$ cat src/rtl/snake_pkg.sv
// Shared grid geometry, item-placement defaults and scheduler state encodings.
package snake_pkg;
    localparam logic [7:0] GRID_W     = 8'd10;
    localparam logic [7:0] GRID_CELLS = 8'd100;
    localparam logic [7:0] EDGE_MIN   = 8'd1;
    localparam logic [7:0] EDGE_MAX   = 8'd8;

    localparam int         DEF_MAX_TRIES     = 16;
    localparam logic [7:0] DEF_FOOD_FALLBACK = 8'd55;
    localparam logic [7:0] DEF_BAR_FALLBACK  = 8'd34;

    localparam logic [1:0] IDLE   = 2'd0;
    localparam logic [1:0] SAMPLE = 2'd1;
    localparam logic [1:0] CHECK  = 2'd2;
    localparam logic [1:0] WAIT   = 2'd3;
endpackage

$ cat src/rtl/item_scheduler_if.sv
// Request, random-source, occupancy-lookup and placement-result bundle of the item scheduler.
interface item_scheduler_if;
    logic       food_req;
    logic       bar_req;
    logic [7:0] rnd_food;
    logic [7:0] rnd_bar;
    logic       occ_rd;
    logic [7:0] occ_addr;
    logic       occ_hit;
    logic [7:0] food_pos;
    logic [7:0] bar_pos;
    logic       food_valid;
    logic       bar_valid;
    logic       fail;
    logic       busy;

    modport master (
        output food_req, bar_req, rnd_food, rnd_bar, occ_hit,
        input  occ_rd, occ_addr, food_pos, bar_pos, food_valid, bar_valid, fail, busy
    );

    modport slave (
        input  food_req, bar_req, rnd_food, rnd_bar, occ_hit,
        output occ_rd, occ_addr, food_pos, bar_pos, food_valid, bar_valid, fail, busy
    );
endinterface

$ cat src/rtl/cell_legal.sv
// Combinational placement legality: cell must lie in the 8x8 interior and differ from other_pos.
module cell_legal
    import snake_pkg::*;
(
    input  logic [7:0] cand,
    input  logic [7:0] other_pos,
    output logic       legal
);
    logic [7:0] row;
    logic [7:0] col;

    always_comb begin
        row   = cand / GRID_W;
        col   = cand % GRID_W;
        legal = (cand < GRID_CELLS) &&
                (row >= EDGE_MIN) && (row <= EDGE_MAX) &&
                (col >= EDGE_MIN) && (col <= EDGE_MAX) &&
                (cand != other_pos);
    end
endmodule

$ cat src/rtl/item_scheduler.sv
// Places food/barrier items: samples random cells, rejects illegal or occupied ones, falls back after MAX_TRIES.
// Best-case commit 4 edges after the request edge; requests merge while pending, food has fixed priority.
module item_scheduler
    import snake_pkg::*;
#(
    parameter int         MAX_TRIES     = DEF_MAX_TRIES,
    parameter logic [7:0] FOOD_FALLBACK = DEF_FOOD_FALLBACK,
    parameter logic [7:0] BAR_FALLBACK  = DEF_BAR_FALLBACK
) (
    input  logic             clk,
    input  logic             rst,
    item_scheduler_if.slave  ifc
);
    localparam int TRY_W = $clog2(MAX_TRIES + 1);

    logic [1:0]       state;
    logic [7:0]       cand;
    logic             sel;
    logic [TRY_W-1:0] tries;
    logic             pend_food;
    logic             pend_bar;
    logic [7:0]       food_pos;
    logic [7:0]       bar_pos;
    logic             food_valid;
    logic             bar_valid;
    logic             fail;

    logic             legal;
    logic             tries_max;
    logic             commit;
    logic             use_fb;
    logic [7:0]       commit_pos;
    logic [7:0]       other_pos;

    assign other_pos = sel ? food_pos : bar_pos;
    assign tries_max = (tries == TRY_W'(MAX_TRIES));

    cell_legal u_cell_legal (
        .cand      (cand),
        .other_pos (other_pos),
        .legal     (legal)
    );

    always_comb begin
        commit = 1'b0;
        use_fb = 1'b0;
        if (state == CHECK && !legal && tries_max) begin
            commit = 1'b1;
            use_fb = 1'b1;
        end
        if (state == WAIT) begin
            if (!ifc.occ_hit) begin
                commit = 1'b1;
            end else if (tries_max) begin
                commit = 1'b1;
                use_fb = 1'b1;
            end
        end
        commit_pos = use_fb ? (sel ? BAR_FALLBACK : FOOD_FALLBACK) : cand;
    end

    always_ff @(posedge clk or posedge rst) begin
        if (rst) begin
            state      <= IDLE;
            cand       <= 8'd0;
            sel        <= 1'b0;
            tries      <= '0;
            pend_food  <= 1'b0;
            pend_bar   <= 1'b0;
            food_pos   <= FOOD_FALLBACK;
            bar_pos    <= BAR_FALLBACK;
            food_valid <= 1'b0;
            bar_valid  <= 1'b0;
            fail       <= 1'b0;
        end else begin
            food_valid <= 1'b0;
            bar_valid  <= 1'b0;
            fail       <= 1'b0;
            // A request on the commit edge re-arms the flag for one more placement.
            pend_food  <= ifc.food_req | (pend_food & ~(commit & ~sel));
            pend_bar   <= ifc.bar_req  | (pend_bar  & ~(commit &  sel));

            case (state)
                IDLE: begin
                    if (pend_food) begin
                        sel   <= 1'b0;
                        state <= SAMPLE;
                    end else if (pend_bar) begin
                        sel   <= 1'b1;
                        state <= SAMPLE;
                    end
                end
                SAMPLE: begin
                    cand  <= sel ? ifc.rnd_bar : ifc.rnd_food;
                    tries <= tries + TRY_W'(1);
                    state <= CHECK;
                end
                CHECK: begin
                    if (legal)
                        state <= WAIT;
                    else if (!tries_max)
                        state <= SAMPLE;
                end
                WAIT: begin
                    if (ifc.occ_hit && !tries_max)
                        state <= SAMPLE;
                end
                default: state <= IDLE;
            endcase

            if (commit) begin
                state <= IDLE;
                tries <= '0;
                fail  <= use_fb;
                if (sel) begin
                    bar_pos   <= commit_pos;
                    bar_valid <= 1'b1;
                end else begin
                    food_pos   <= commit_pos;
                    food_valid <= 1'b1;
                end
            end
        end
    end

    assign ifc.occ_rd     = (state == CHECK) && legal;
    assign ifc.occ_addr   = cand;
    assign ifc.food_pos   = food_pos;
    assign ifc.bar_pos    = bar_pos;
    assign ifc.food_valid = food_valid;
    assign ifc.bar_valid  = bar_valid;
    assign ifc.fail       = fail;
    assign ifc.busy       = (state != IDLE);
endmodule
$ cat src/flat_wrapper.sv
// flat-port wrapper written by rule: the top's interface ports become plain ports
module item_scheduler_flat import snake_pkg::*;
#(
    parameter int         MAX_TRIES     = DEF_MAX_TRIES,
    parameter logic [7:0] FOOD_FALLBACK = DEF_FOOD_FALLBACK,
    parameter logic [7:0] BAR_FALLBACK  = DEF_BAR_FALLBACK
)
  (clk, rst, ifc_food_req, ifc_bar_req, ifc_rnd_food, ifc_rnd_bar, ifc_occ_hit, ifc_occ_rd, ifc_occ_addr, ifc_food_pos, ifc_bar_pos, ifc_food_valid, ifc_bar_valid, ifc_fail, ifc_busy);
  item_scheduler_if ifc_i ();
  input  logic clk;
  input  logic rst;
  input wire logic [$bits(ifc_i.food_req)-1:0] ifc_food_req;
  input wire logic [$bits(ifc_i.bar_req)-1:0] ifc_bar_req;
  input wire logic [$bits(ifc_i.rnd_food)-1:0] ifc_rnd_food;
  input wire logic [$bits(ifc_i.rnd_bar)-1:0] ifc_rnd_bar;
  input wire logic [$bits(ifc_i.occ_hit)-1:0] ifc_occ_hit;
  output wire logic [$bits(ifc_i.occ_rd)-1:0] ifc_occ_rd;
  output wire logic [$bits(ifc_i.occ_addr)-1:0] ifc_occ_addr;
  output wire logic [$bits(ifc_i.food_pos)-1:0] ifc_food_pos;
  output wire logic [$bits(ifc_i.bar_pos)-1:0] ifc_bar_pos;
  output wire logic [$bits(ifc_i.food_valid)-1:0] ifc_food_valid;
  output wire logic [$bits(ifc_i.bar_valid)-1:0] ifc_bar_valid;
  output wire logic [$bits(ifc_i.fail)-1:0] ifc_fail;
  output wire logic [$bits(ifc_i.busy)-1:0] ifc_busy;
  assign ifc_i.food_req = ifc_food_req;
  assign ifc_i.bar_req = ifc_bar_req;
  assign ifc_i.rnd_food = ifc_rnd_food;
  assign ifc_i.rnd_bar = ifc_rnd_bar;
  assign ifc_i.occ_hit = ifc_occ_hit;
  assign ifc_occ_rd = ifc_i.occ_rd;
  assign ifc_occ_addr = ifc_i.occ_addr;
  assign ifc_food_pos = ifc_i.food_pos;
  assign ifc_bar_pos = ifc_i.bar_pos;
  assign ifc_food_valid = ifc_i.food_valid;
  assign ifc_bar_valid = ifc_i.bar_valid;
  assign ifc_fail = ifc_i.fail;
  assign ifc_busy = ifc_i.busy;
  item_scheduler #(.MAX_TRIES(MAX_TRIES), .FOOD_FALLBACK(FOOD_FALLBACK), .BAR_FALLBACK(BAR_FALLBACK)) u_core (.clk(clk), .rst(rst), .ifc(ifc_i));
endmodule
$ cat config.mk
export PLATFORM = sky130hd
export DESIGN_NAME = item_scheduler_flat
export DESIGN_NICKNAME = d
export VERILOG_FILES = /design/src/rtl/snake_pkg.sv /design/src/rtl/item_scheduler_if.sv /design/src/rtl/cell_legal.sv /design/src/rtl/item_scheduler.sv /design/src/flat_wrapper.sv
export SDC_FILE = /design/constraint.sdc
export NUM_CORES = 1
export LEC_CHECK = 0
export CORE_MARGIN = 2
export CORE_UTILIZATION = 48
export CTS_BUF_LIST = sky130_fd_sc_hd__clkbuf_2
export CTS_CLUSTER_SIZE = 30
export DETAILED_ROUTE_END_ITERATION = 10
export MAX_ROUTING_LAYER = met4
export PLACE_DENSITY = 0.78
export RECOVER_POWER = 25
export SETUP_SLACK_MARGIN = 0.5
export SYNTH_ARGS = -nofsm -noshare
export SYNTH_HDL_FRONTEND = slang
export SYNTH_HIERARCHICAL = 1
export SYNTH_SLANG_ARGS = --single-unit
$ cat constraint.sdc
create_clock -name clk -period 3.6 [get_ports clk]
set_input_delay 0.54 -clock clk [delete_from_list [all_inputs] [get_ports clk]]
set_output_delay 0.54 -clock clk [all_outputs]
set_load 0.01 [all_outputs]
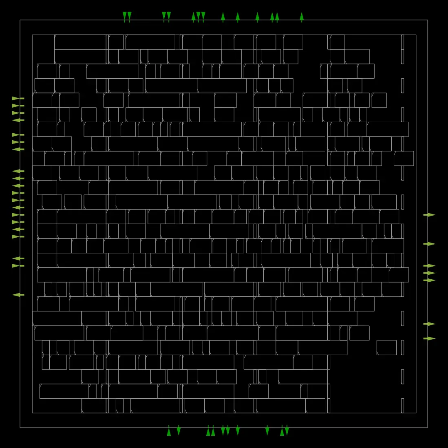
*Cell placement*
# fillers: 383
tap cells: 70

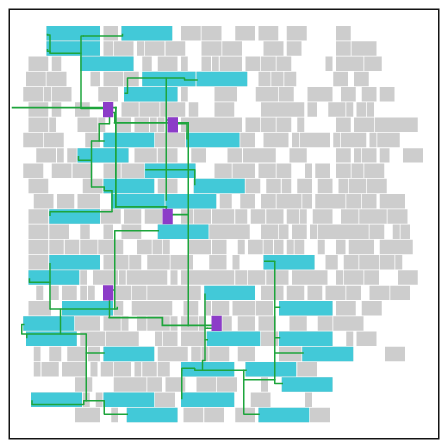
*Clock distribution*
legend:
  cyan:
    item: flip-flops
    count: 37
  green:
    item: clock wires
    length: 444 um
  purple:
    item: cells driving clock nets
    count: 5
routed clock nets: 6
setup skew after layout: 0.0336 ns
Clock Power Share: 6.7%
clock latency of the later-clocked register in the worst-skew pair: 0.40 ns
power dissipated in the clock network: 258 uW

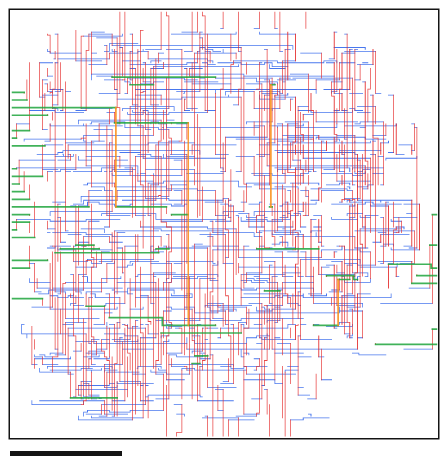
*Routed metal, one color a layer*
Scale bar: 20 um.
legend:
  red:
    layer: met2
    wire_length: 3550 um
  blue:
    layer: met1
    wire_length: 3050 um
  green:
    layer: met3
    wire_length: 275 um
  orange:
    layer: met4
    wire_length: 83.6 um
overall via count from detail_route: 2325
Total Wirelength: 6.95 mm

==> summary.txt <==
Implementation results. The run finished, with violations left. The final reports fail on setup timing. Met2 track demand over resource in global routing landed at 40.8%.

For this run, the share of the core covered by cells in the final layout is 72.8%. Multiplexer fraction of the synthesized cell area landed at 8.30%. In this run the most used layer during global routing was met2. TritonCTS built the clock tree. Largest driver fanout on the critical path landed at 7. Number of buffer and inverter instances along the worst setup path landed at 7. Wire length of the first global-routing pass landed at 11.4 mm. The fraction of final cell area spent on non-clock buffers in this run is 26.0%. In the final report, the number of endpoints failing setup comes to 5. Post-DP HPWL landed at between 4 and 5 mm. The area growth from synthesis to layout is 47.6%. Counting plain and timing-repair buffers in the layout gives between 100 and 150. Final number of max-transition violations landed at 0. The timing report shows the most common cell along the critical path to be sky130_fd_sc_hd__buf_4. In the detailed route, the total length drawn on met3 is 275 um. In this run, synthesis produced a sequential element count of 37. The power report lists the sequential group at 849 uW. The capture point of the critical path was reported as u_core/ifc.food_pos[3].

Portion of total power attributed to sequential cells landed at 22.2%. Pre-placement core utilization landed at between 40 and 50%. Part of the power in combinational logic landed at 71.1%. Clock cells make up under 10% of the layout cell area. Traced cell by cell, the critical path runs through or2b_1 -> buf_4 -> xnor2_2 -> a221oi_2 -> nand2b_4 -> a32oi_2 -> o31ai_2 -> buf_4 -> mux2i_1 -> nor4_1 -> buf_4 -> buf_4 -> buf_6 -> buf_6 -> and2b_4 -> o221ai_4 -> buf_6 -> a22o_2.

The number of antenna violations at the first check in global routing came to 0. The setup path with the least slack is of type reg -> reg. Average via count per standard cell landed at 5.52.

Per the CTS log, the maximum H-tree level is 2. Number of warnings the tools reported landed at 34. Worst-case setup slack after placement landed at -0.107 ns. For reference, the clock transition at the flip-flops on the worst setup and hold paths is 0.18 ns.

Data on the critical path is required at its endpoint by 3.88 ns. The horizontal die dimension reported for this design is about 76 um. For this run the top cell type by instance count after synthesis was sky130_fd_sc_hd__dfrtp_1. In this run the mean area of a mapped cell was 10.0 um^2. In this run, the synthesized area fraction spent on and/or/nand/nor cells is recorded as a little under a fifth. Met1 routing resource usage after global routing landed at 32.4%. The chip occupies 0.00581 mm^2. Count of inserted antenna diode cells landed at 0.

Global-route total usage across every layer landed at approximately 25%. Wire length on met1 landed at 3.05 mm. Of the cells placed in the final design, the portion with a size suffix greater than 1 is between 30% and 40%. Post-synthesis, Yosys gives the total cell area as 0.00250 mm^2. The floorplan has 26 rows. The synthesized netlist devotes 4.90% of its cell area to XOR and XNOR gates.

The path class of the tightest hold or removal check is reg -> reg. The layout report gives the multi-input gate share of total cell area as 42.6%. The worst hold path begins at u_core/ifc.bar_pos[5]. Yosys mapped the design onto 67 distinct sky130hd cell types.

Combinational cell power landed at 2720 uW. Per the detailed placement report, the placed cell area equals roughly 0.0034 mm^2. Data arrival time at the worst-slack endpoint landed at 3.93 ns. STA classifies the critical path startpoint as a flop. Worst slack on hold paths landed at about 0.53 ns. After layout, the worst setup slack is -0.0491 ns.

Setup repair after global routing could not meet its margin everywhere. Post-detailed-route count of antenna-violating nets landed at 0. Net total in the final layout landed at 379. The synthesized design spends more area on one cell type than any other, namely sky130_fd_sc_hd__dfrtp_1. Endpoints failing hold in the final report were tallied at 0. Met2 routed wirelength landed at 3.55 mm.

The floorplan report gives the top-level pin count as 50. Sequential cells were found to cover 37.4% of the synthesized design area. Synthesized cell area landed at 0.00250 mm^2.

Of the total synthesized cell area, the portion taken by full adders, half adders and majority gates is 4.00%. Final non-filler cell area landed at 0.00369 mm^2. Gates resized during post-CTS repair numbered 24. The library cells used most frequently in the layout, excluding fill and tap cells, are sky130_fd_sc_hd__clkdlybuf4s50_1, sky130_fd_sc_hd__buf_4, sky130_fd_sc_hd__dfrtp_1, sky130_fd_sc_hd__nor2_1, sky130_fd_sc_hd__a21oi_1. For hold timing, the worst endpoint is u_core/ifc.bar_pos[5].

The capture point of the worst register-to-register path is recorded as u_core/ifc.food_pos[3]. In this run, post-CTS hold repair placed 0 buffers. Remaining design rule violation count landed at 0. Quantity of I/O buffers inserted on ports landed at 49. CTS reports a maximum clock tree buffer depth of 2. The count of cells in the finished layout, fillers not included, comes to 421. The transition time recorded at the tightest slew-check pin is 0.874 ns.

Largest vdd supply drop landed at 0.574 mV. Maximum clock frequency landed at roughly 270 MHz. Internal power consumption landed at 2220 uW. Number of sinks on the clock net landed at 37. Average wire per cell in the routed design landed at 16.5 um. The timing report gives the biggest stage delay along the critical path as 0.51 ns. The leakage power in the latest report is roughly 0.0016 uW. For met3 alone, demand over resource in global routing was 3.91%. The dominant power group in this design is combinational cells. Summing all multi-input logic gate instances after layout gives 0.00158 mm^2. The launch point of the critical path was reported as u_core/ifc.occ_addr[4]. The global route stage reports its total congestion overflow as 0. Total net switching power landed at 1600 uW. By area the synthesized netlist is led by sky130_fd_sc_hd__dfrtp_1, sky130_fd_sc_hd__dfstp_2, sky130_fd_sc_hd__mux2i_1. Synthesis produced a netlist with a net count of ~280.

The first routing iteration left 172 violations. The completed layout was analyzed and its total power is ~3800 uW. The first detailed-routing pass ran for 4 iterations. Final critical delay including setup and external delays landed at roughly 3.6 ns.

The worst setup path is captured at a flop. Tally of yosys warning messages landed at 6. Critical path depth in cells landed at 18. Cell area power density landed at 1040 mW/mm^2. Counting instances in the post-synthesis netlist gives the leading cell types as sky130_fd_sc_hd__dfrtp_1, sky130_fd_sc_hd__nor2_1, sky130_fd_sc_hd__a21oi_1, sky130_fd_sc_hd__inv_1, sky130_fd_sc_hd__mux2i_1. Die outline height landed at 76.2 um. After layout, the clock buffer instance count stands at 6. Area occupied by registers landed at 941 um^2. Signal nets in the final route climb as high as met4. The synthesized design contains 0 enable-type register cells. Number of max-cap violations landed at 0. Across all checked pins, the minimum headroom to the slew limit is 41.8%. Count of cells along the worst hold path landed at 2. The launch point of the worst register-to-register path is recorded as u_core/ifc.occ_addr[4]. Total placed cells including tap cells landed at 394. In this run, CTS created clock tree buffers numbering 5.

Final period utilization landed at 101%. Fraction of registers with async set or reset after synthesis landed at 100%. Across the whole layout, storage elements make up 25.5% of the cell area. The worst register-to-register path depth is 18.

In this design, the largest share of critical-path delay is due to buffers and inverters. After technology mapping, the gate count stands at 250. Largest net degree at the start of global routing landed at 24.

Number of cell instances after yosys synthesis landed at 250. After floorplanning, the core was sized to cover 0.00507 mm^2. Per the layout report, the design carries 17 non-clock inverters.

The most used flip-flop cell after synthesis is sky130_fd_sc_hd__dfrtp_1. Net switching share of the total power landed at between 40% and 50%. The final weighted congestion recorded by global placement is ~0.83. In this run the clock root is driven by a sky130_fd_sc_hd__clkbuf_2. Top-area cell type share of the netlist area landed at 30.0%. Among all cell classes, the greatest summed area belongs to combinational gates. The number of global-route vias before repair came to 2368.
No activity file was given, so power comes from the tool's default toggle rates.
